### src/rtl/cont_regressivo.sv
`default_nettype none
// ============================================================================
//  Module      : cont_regressivo
//  Description : Two-digit BCD countdown timer. A clamped preset is loaded,
//                counting starts on start, decrements once per tick down to
//                00, then flags expiry and holds until reloaded or reset.
//  Ports       : clk         - system clock, rising-edge active
//                p           - asynchronous active-high reset
//                tick        - single-cycle count enable
//                load        - capture load_units/load_tens (not in RUN)
//                load_units  - BCD preset, units digit
//                load_tens   - BCD preset, tens digit
//                start       - begin or resume counting
//                pause       - suspend counting, keeping the value
//                units/tens  - current BCD digits
//                running     - high while counting
//                expired     - high while the count has run out (level)
//                done        - one-cycle pulse when the count reaches 00
//  Revision    : 1.0 - initial release
// ============================================================================
module cont_regressivo #(
    parameter int unsigned TENS_MAX = 5
) (
    input  logic       clk,
    input  logic       p,
    input  logic       tick,
    input  logic       load,
    input  logic [3:0] load_units,
    input  logic [3:0] load_tens,
    input  logic       start,
    input  logic       pause,
    output logic [3:0] units,
    output logic [3:0] tens,
    output logic       running,
    output logic       expired,
    output logic       done
);

    localparam logic [3:0] c_UNITS_MAX = 4'd9;
    localparam logic [3:0] c_TENS_MAX  = 4'(TENS_MAX);

    typedef enum logic [1:0] {
        ST_IDLE  = 2'd0,
        ST_RUN   = 2'd1,
        ST_PAUSE = 2'd2,
        ST_DONE  = 2'd3
    } state_t;

    state_t     state_q;
    logic [3:0] units_q;
    logic [3:0] tens_q;
    logic       running_q;
    logic       expired_q;
    logic       done_q;

    // Preset digits clamped into the legal BCD range
    logic [3:0] w_load_units;
    logic [3:0] w_load_tens;
    // Count is non-zero (start is only honoured then)
    logic       w_nonzero;
    // The next tick will bring the count to 00
    logic       w_last;

    assign w_load_units = (load_units > c_UNITS_MAX) ? c_UNITS_MAX : load_units;
    assign w_load_tens  = (load_tens  > c_TENS_MAX)  ? c_TENS_MAX  : load_tens;
    assign w_nonzero    = (units_q != 4'd0) || (tens_q != 4'd0);
    assign w_last       = (tens_q == 4'd0) && (units_q == 4'd1);

    always_ff @(posedge clk or posedge p) begin
        if (p) begin
            state_q   <= ST_IDLE;
            units_q   <= 4'd0;
            tens_q    <= 4'd0;
            running_q <= 1'b0;
            expired_q <= 1'b0;
            done_q    <= 1'b0;
        end else begin
            done_q <= 1'b0;
            // Load wins over everything except an active count
            if (load && (state_q != ST_RUN)) begin
                units_q   <= w_load_units;
                tens_q    <= w_load_tens;
                state_q   <= ST_IDLE;
                running_q <= 1'b0;
                expired_q <= 1'b0;
            end else begin
                unique case (state_q)
                    ST_IDLE: begin
                        if (start && w_nonzero) begin
                            state_q   <= ST_RUN;
                            running_q <= 1'b1;
                        end
                    end
                    ST_RUN: begin
                        // Pause discards a coincident tick
                        if (pause) begin
                            state_q   <= ST_PAUSE;
                            running_q <= 1'b0;
                        end else if (tick) begin
                            if (units_q != 4'd0) begin
                                units_q <= units_q - 4'd1;
                            end else begin
                                units_q <= c_UNITS_MAX;
                                tens_q  <= tens_q - 4'd1;
                            end
                            if (w_last) begin
                                state_q   <= ST_DONE;
                                running_q <= 1'b0;
                                expired_q <= 1'b1;
                                done_q    <= 1'b1;
                            end
                        end
                    end
                    ST_PAUSE: begin
                        if (start) begin
                            state_q   <= ST_RUN;
                            running_q <= 1'b1;
                        end
                    end
                    ST_DONE: begin
                        // Held at 00 until load or reset
                    end
                    default: begin
                        state_q   <= ST_IDLE;
                        running_q <= 1'b0;
                        expired_q <= 1'b0;
                    end
                endcase
            end
        end
    end

    assign units   = units_q;
    assign tens    = tens_q;
    assign running = running_q;
    assign expired = expired_q;
    assign done    = done_q;

endmodule
`default_nettype wire

### config.mk
export PLATFORM = sky130hd
export DESIGN_NAME = cont_regressivo
export DESIGN_NICKNAME = d
export VERILOG_FILES = /design/src/rtl/cont_regressivo.sv
export SDC_FILE = /design/constraint.sdc
export NUM_CORES = 1
export LEC_CHECK = 0
export CORE_MARGIN = 4
export CORE_UTILIZATION = 30
export DETAILED_ROUTE_END_ITERATION = 10
export SYNTH_ARGS = -nofsm -noshare
export SYNTH_HDL_FRONTEND = slang
export SYNTH_SLANG_ARGS = --single-unit
export TNS_END_PERCENT = 20
### constraint.sdc
create_clock -name clk -period 2.56 [get_ports clk]
set_clock_uncertainty 0.1 [all_clocks]
set_input_delay 0.512 -clock clk [delete_from_list [all_inputs] [get_ports clk]]
set_output_delay 0.512 -clock clk [all_outputs]
set_load 0.05 [all_outputs]
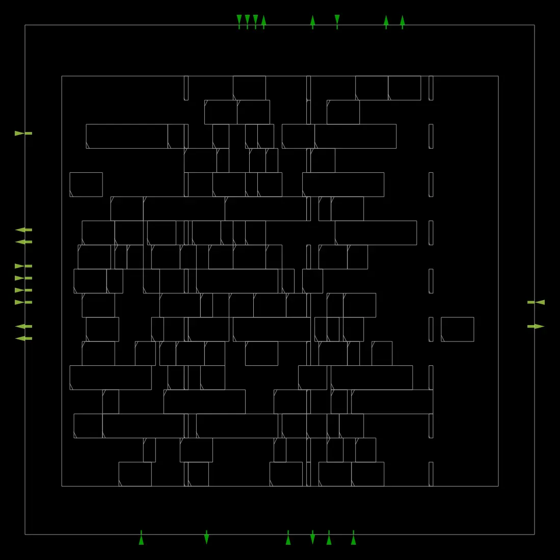
Run 1: placed standard cells
number of sequential cells in the layout: 13
standard-cell row count: 17
non-filler instance count after layout: 132
share of the core filled with cells: 45.6%

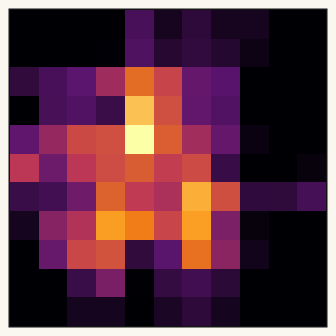
Run 1: routed metal per tile
11 x 11 tiles, from black (low) to pale yellow (high), scaled to the fullest tile. Values are wire area over tile area, all layers added.
densest ninth of the die: middle
mean over tiles: 0.090
fullest tile: 0.41
nearly empty tiles: 33%
tiles over half the peak: 19%

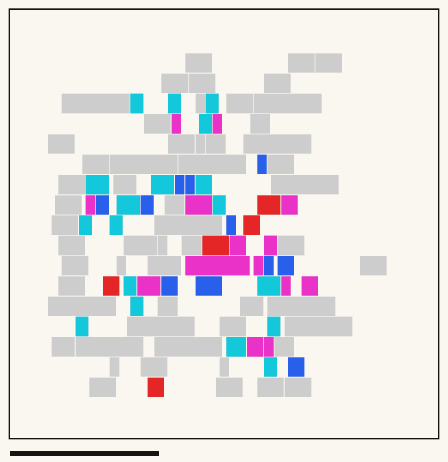
Run 1: selected gate families
The bar under the picture is 20 µm long.
[blue] NAND gates | cells: 11 | most used: nand2_1 | where: middle
[cyan] inverting AOI/OAI gates | cells: 18 | most used: o21ai_0
[red] AND and OR gates | cells: 5 | most used: or3_1 | where: middle
[magenta] NOR gates | cells: 14 | most used: nor2_1

==> run notes, run 1 <==
The flow ran to the end, and the final reports show no timing, DRC or antenna violations. The die span in x was 57.4 µm; the final count of pins violating max slew was 0. STA puts the critical path data arrival time at 1.65 ns. The tools report the met1 usage in global routing as 14.4%.

The gate family responsible for the most delay along the worst path was buffers and inverters. Endpoint of the worst setup timing path: units[0]. The startpoint identified for the worst register-to-register timing path is tens[0]. The worst path uses 88.3% of the clock period. Leaving out the clock tree, the finished layout contains a buffer count of 25. The cell count after synthesis came out at 76. The number of cells upsized or downsized after cts is 0.

The share of cell area taken by flip-flops and latches works out to 31.3%. With the total instance count after detailed placement at 128, the area reported by Yosys stat is 733 µm². Final non-filler cell area: 1040 µm². The floorplan report gives the top-level pin count as 25. Leakage power summed over all cells: 0.422 nW. The via count of the first global-routing pass came out at 685. The count of buffer and inverter cells on the critical path is 1, and the longest individual stage delay on the worst path is 0.86 ns. According to the timing report, the data required time at the worst endpoint equals 1.95 ns. The run gives 1 for the number of gates on the worst path with buffers counted. The met1 layer wirelength in the final routing was 829 µm; the sum of net half-perimeters after detailed placement was 1430 µm. In the detailed route, the total length drawn on met3 is 99 µm.

Based on the critical path, the design can be clocked at up to 443 MHz. Average wire per standard cell: 14.1 µm. The violation count after the first detailed-routing iteration came out at 14. By instance count after routing, the leading logic cell type is sky130_fd_sc_hd__clkdlybuf4s50_1. The run gives 0 as the number of remaining DRC errors. The synthesized netlist contains 34 unique library cells. The length of routed met2 wiring was 891 µm; the time the final worst path needs with I/O delays and setup was 2.26 ns. Across the whole layout, multi-input logic makes up 37.1% of the cell area. The tools report the power in combinational cells as 0.290 mW.

The global routing report lists met3 layer usage as 3.17%. The pre-CTS worst setup slack is 0.369 ns, and the count of inverters other than clock inverters in the layout is 5. The proportion of cell area spent on the clock network came out at 2.53%.

The die is 57.4 µm tall. The cell-mix breakdown from Yosys lists the XOR/XNOR area share as 2.39%. Counting the buffers created by CTS gives 3. The run gives 0 as the total of max-cap violations.

Entering global routing, the biggest net connects 14 pins. The most critical hold endpoint after final layout shows a slack of 0.386 ns. The logs give 19.1% for the share of total power in the clock network and 0.778 for the routability congestion estimate. The run gives 0 for the total of warnings raised by yosys.

H-tree depth: 1. The cell area after technology mapping is 733 µm². Flip-flop cell with the highest count after synthesis: sky130_fd_sc_hd__dfrtp_1. Once the clock tree was built, the setup fixing pass inserted 0 buffers.

The tools report the number of antenna cells inserted as 0. Per the detail_route log, the uppermost layer with routed signals is met4. The run gives 1860 µm for the final routed wirelength across all metal layers. The multiplexer fraction of the synthesized cell area works out to 1.37%. Area fraction of the dominant cell type after synthesis: 44.4%. The most used standard cell by instance count after synthesis is sky130_fd_sc_hd__dfrtp_1. VDD sags by at most 0.396 mV. Per the final layout report, the fraction of cells sized above drive strength 1 comes to 7.69%. The most critical setup path has its startpoint at units[0]. Across all layers, the routed design uses 676 vias. TritonCTS built the clock tree. For the maximum clock insertion buffer count, the log shows 2. The number of cell instances after yosys synthesis is 76. The most area-hungry cell class in the final design was multi-input combinational cells. The cell area after placement came out at 1010 µm². Count of input and output buffers: 24. The worst register-to-register path has a setup slack of 0.73 ns.

The destination of the worst register-to-register timing path was running. Counting instances in the post-synthesis netlist gives the leading cell types as sky130_fd_sc_hd__dfrtp_1 (13), sky130_fd_sc_hd__o21ai_0 (7), sky130_fd_sc_hd__nor2_1 (6). The cell type of the slowest stage on the worst timing path is sky130_fd_sc_hd__clkdlybuf4s50_1.

Clock latency on the worst-skew pair, taken at its later pin, is 0.29 ns. Net count entering floorplan: 92. Per STA, the worst path is made up of clkdlybuf4s50_1. The number of antenna violations at the first check in global routing was 0.

Once the floorplan was initialized, standard cells occupied 32.2% of the core. With the path depth of the worst reg2reg path at 6, the clock sink count is 13. The tools report the element type at the critical path start as a flop. The sum of negative setup slack came out at 0 ns.

Power spread over the standard cell area amounts to 679 nW/µm². Once detail routing completed, the nets flagged for antenna violations numbered 0. The area occupied by registers was 325 µm². The run gives 23.9% for the fraction of area in non-clock buffers. In this run, synthesis inferred 0 flip-flops with an integrated enable. Per Yosys stat, the portion of area used by sequential elements is 44.4%. Per the synthesis report, the simple-gate share of the synthesized area is 25.9%.

Synthesis-to-finish area growth: 41.6%. The setup path with the least slack is of type reg -> out. With the area of the multi-input gates at 385 µm², the first-pass iteration count of the detailed router is 4. From the final report, the count of setup violators was given as 0. The sequential group share of total power was 39.8%. The largest power group is combinational cells.

In this run the worst path has a maximum fanout of 8. The flow reports that combinational logic draws 41.1% of the design power. The endpoint type of the worst setup path was an output port.
## Run 2: what changed since run 1
--- a/config.mk
+++ b/config.mk
@@ -7,6 +7,7 @@
 export LEC_CHECK = 0
 export CORE_MARGIN = 4
 export CORE_UTILIZATION = 30
+export CTS_BUF_LIST = sky130_fd_sc_hd__clkbuf_2 sky130_fd_sc_hd__clkbuf_4 sky130_fd_sc_hd__clkbuf_8
 export DETAILED_ROUTE_END_ITERATION = 10
 export SYNTH_ARGS = -nofsm -noshare
 export SYNTH_HDL_FRONTEND = slang
==> run notes, run 2 <==
Number of antenna violations at the first check in global routing: 0 (unchanged). Sequence of cells on the critical path: clkdlybuf4s50_1 (unchanged). The area occupied by registers came out at 325 µm² (unchanged).

The critical path startpoint was units[0] (unchanged). Die span in x: 57.4 µm (unchanged). With the share of cell area taken by flip-flops and latches at 31.2% (was 31.3%), the xor/xnor share of the synthesized area is 2.39% (unchanged). The run gives 0.388 ns (was 0.386 ns) for the final-layout worst hold slack. Count of unique library cells instantiated by Yosys: 34 (unchanged). TritonCTS built the clock tree. The cell area after placement is 1010 µm² (unchanged). The total power density per cell area was 684 nW/µm² (was 679 nW/µm²); the net count entering floorplan was 92 (unchanged). Largest power group: combinational cells (unchanged).

With the number of cells upsized or downsized after cts at 0 (unchanged), the met1 layer wirelength in the final routing is 839 µm (was 829 µm). Top logic cells by instance count in the layout: sky130_fd_sc_hd__clkdlybuf4s50_1 (24), sky130_fd_sc_hd__dfrtp_1 (13), sky130_fd_sc_hd__o21ai_0 (7), sky130_fd_sc_hd__nor2_1 (6) (unchanged). The sum of internal, switching and leakage power was 0.712 mW (was 0.705 mW); the total of warnings raised by yosys was 0 (unchanged). The run gives 0.369 ns (unchanged) for the pre-CTS worst setup slack. For the total of max-cap violations, the log shows 0 (unchanged). The flow ran to the end, and the final reports show no timing, DRC or antenna violations. The tools report the area reported by Yosys stat as 733 µm² (unchanged). Average instance area after synthesis: 9.65 µm² (unchanged). The most area-hungry cell class in the final design was multi-input combinational cells (unchanged). The destination of the worst register-to-register timing path is running (unchanged). Startpoint of the worst-slack reg-to-reg timing path: tens[0] (unchanged). The leakage power summed over all cells came out at 0.426 nW (was 0.422 nW). The clock sink count came out at 13 (unchanged). Worst reg-to-reg setup slack: 0.72 ns (was 0.73 ns).

The tools report the clock buffer count from CTS as 3 (unchanged). The area of the multi-input gates was 385 µm² (unchanged). The logs give 3.85% (was 3.17%) for the met3 track utilization from global routing and 25 (unchanged) for the number of top-level pins. The count of input and output buffers was 24 (unchanged); the maximum clock insertion buffer count was 2 (unchanged). The run gives 1850 µm (was 1860 µm) for the final routed wirelength across all metal layers. The run gives 132 (unchanged) for the number of standard cells in the layout, taps in and fillers out. The startpoint of the worst hold path is expired (unchanged). The run gives 23.8% (was 23.9%) for the fraction of area in non-clock buffers. The path depth of the worst reg2reg path works out to 6 (unchanged). The worst supply voltage drop on vdd is 0.397 mV (was 0.396 mV). The pin count of the biggest net entering global routing is 14 (unchanged). The count of nets left with antenna violations after detail routing was 0 (unchanged). The non-clock buffer count in the final layout is 25 (unchanged).

The proportion of cell area spent on the clock network is 2.88% (was 2.53%), and the sequential group share of total power is 39.4% (was 39.8%). The most used standard cell by instance count after synthesis was sky130_fd_sc_hd__dfrtp_1 (unchanged). The highest signal layer in the routed design was met4 (unchanged).

The logs give 12 (was 14) for the violation count after the first detailed-routing iteration and 1.95 ns (about the same) for the data required time at the worst endpoint. The sum of net half-perimeters after detailed placement came out at 1430 µm (unchanged). The tools report the endpoint type of the worst setup path as an output port (unchanged). The tools report the final core area utilization as 45.8% (was 45.6%). The critical path start-end classification was reg -> out (unchanged). For the length of routed met2 wiring, the log shows 896 µm (was 891 µm). Most frequent cells after synthesis: sky130_fd_sc_hd__dfrtp_1 (13), sky130_fd_sc_hd__o21ai_0 (7), sky130_fd_sc_hd__nor2_1 (6) (unchanged).

The run gives 0 (unchanged) for the number of remaining DRC errors. The count of buffer and inverter cells on the critical path is 1 (unchanged). Synthesis-to-finish area growth: 42.2% (was 41.6%). The longest individual stage delay on the worst path is 0.86 ns (about the same).

For the sum of negative setup slack, the log shows 0 ns (unchanged). With the core utilization at floorplan at 32.2% (unchanged), the H-tree depth is 1 (unchanged). The critical-path maximum fanout came out at 8 (unchanged). The logs give 1.64 ns (was 1.65 ns) for the data arrival time of the worst path and 57 (unchanged) for the number of combinational gates with multiple inputs. The flip-flop cell with the highest count after synthesis was sky130_fd_sc_hd__dfrtp_1 (unchanged). The tools report the via count of the first global-routing pass as 684 (was 685).

The length of routed met3 wiring was 84 µm (was 99 µm). The logs give 4 (unchanged) for the first-pass iteration count of the detailed router and 444 MHz (was 443 MHz) for the achievable frequency. The run gives 0 (unchanged) for the total count of hold-check failures in the final report. Endpoint of the worst setup timing path: units[0] (unchanged). The average wire per standard cell came out at 14.0 µm (was 14.1 µm). Gate family responsible for the most delay along the worst path: buffers and inverters (unchanged). The routability congestion estimate came out at 0.778 (unchanged). The logs give 0.290 mW (about the same) for the power in combinational cells and 12.4% (was 12.3%) for the total global routing track utilization.

The share of the cycle needed by the critical path after routing was 88.0% (was 88.3%). The run gives 128 (unchanged) as the total instance count after detailed placement. The time the final worst path needs with I/O delays and setup was 2.25 ns (was 2.26 ns); the number of endpoints failing setup at the final stage was 0 (unchanged). The run gives 14.4% (unchanged) for the met1 usage in global routing.

The tools report the share of total power in the clock network as 19.9% (was 19.1%). The logs give 679 (was 676) for the via total after detailed routing and 76 (unchanged) for the number of standard cells after synthesis. The clock tree root driver cell was sky130_fd_sc_hd__clkbuf_4 (unchanged). The number of gates on the worst path with buffers counted is 1 (unchanged). The leading cell type in the layout, fill and taps excluded was sky130_fd_sc_hd__clkdlybuf4s50_1 (unchanged).

The ratio of cells with drive above 1 in the final layout was 8.65% (was 7.69%). The count of inverters other than clock inverters in the layout was 5 (unchanged); the number of antenna cells inserted was 0 (unchanged). The run gives 0 (unchanged) for the count of library flops with an enable pin.
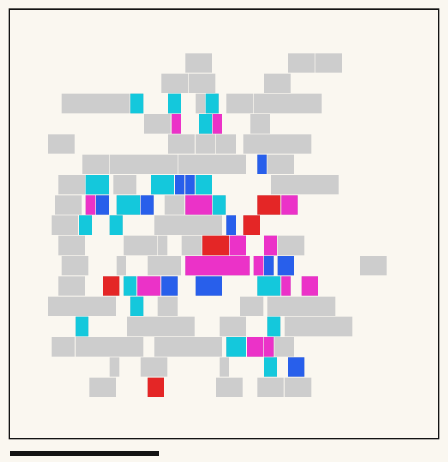
Run 2: selected gate families
The bar under the picture is 20 µm long.
[red] AND and OR gates | cells: 5 | most used: or3_1 | where: middle
[magenta] NOR gates | cells: 14 | most used: nor2_1
[blue] NAND gates | cells: 11 | most used: nand2_1 | where: middle
[cyan] inverting AOI/OAI gates | cells: 18 | most used: o21ai_0

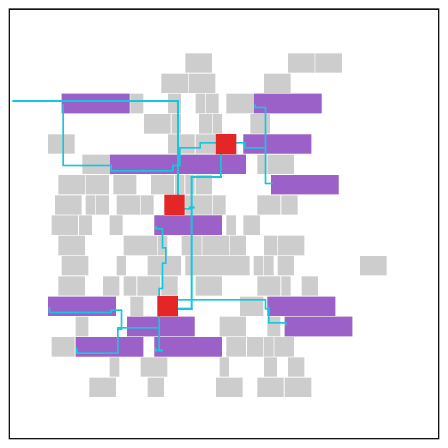
Run 2: clock wires, drivers and flops
[cyan] clock wires | length: 192 µm
[red] cells driving clock nets | count: 3
[purple] flip-flops | count: 13
routed clock nets: 4

Power and IR drop assume default switching activity.
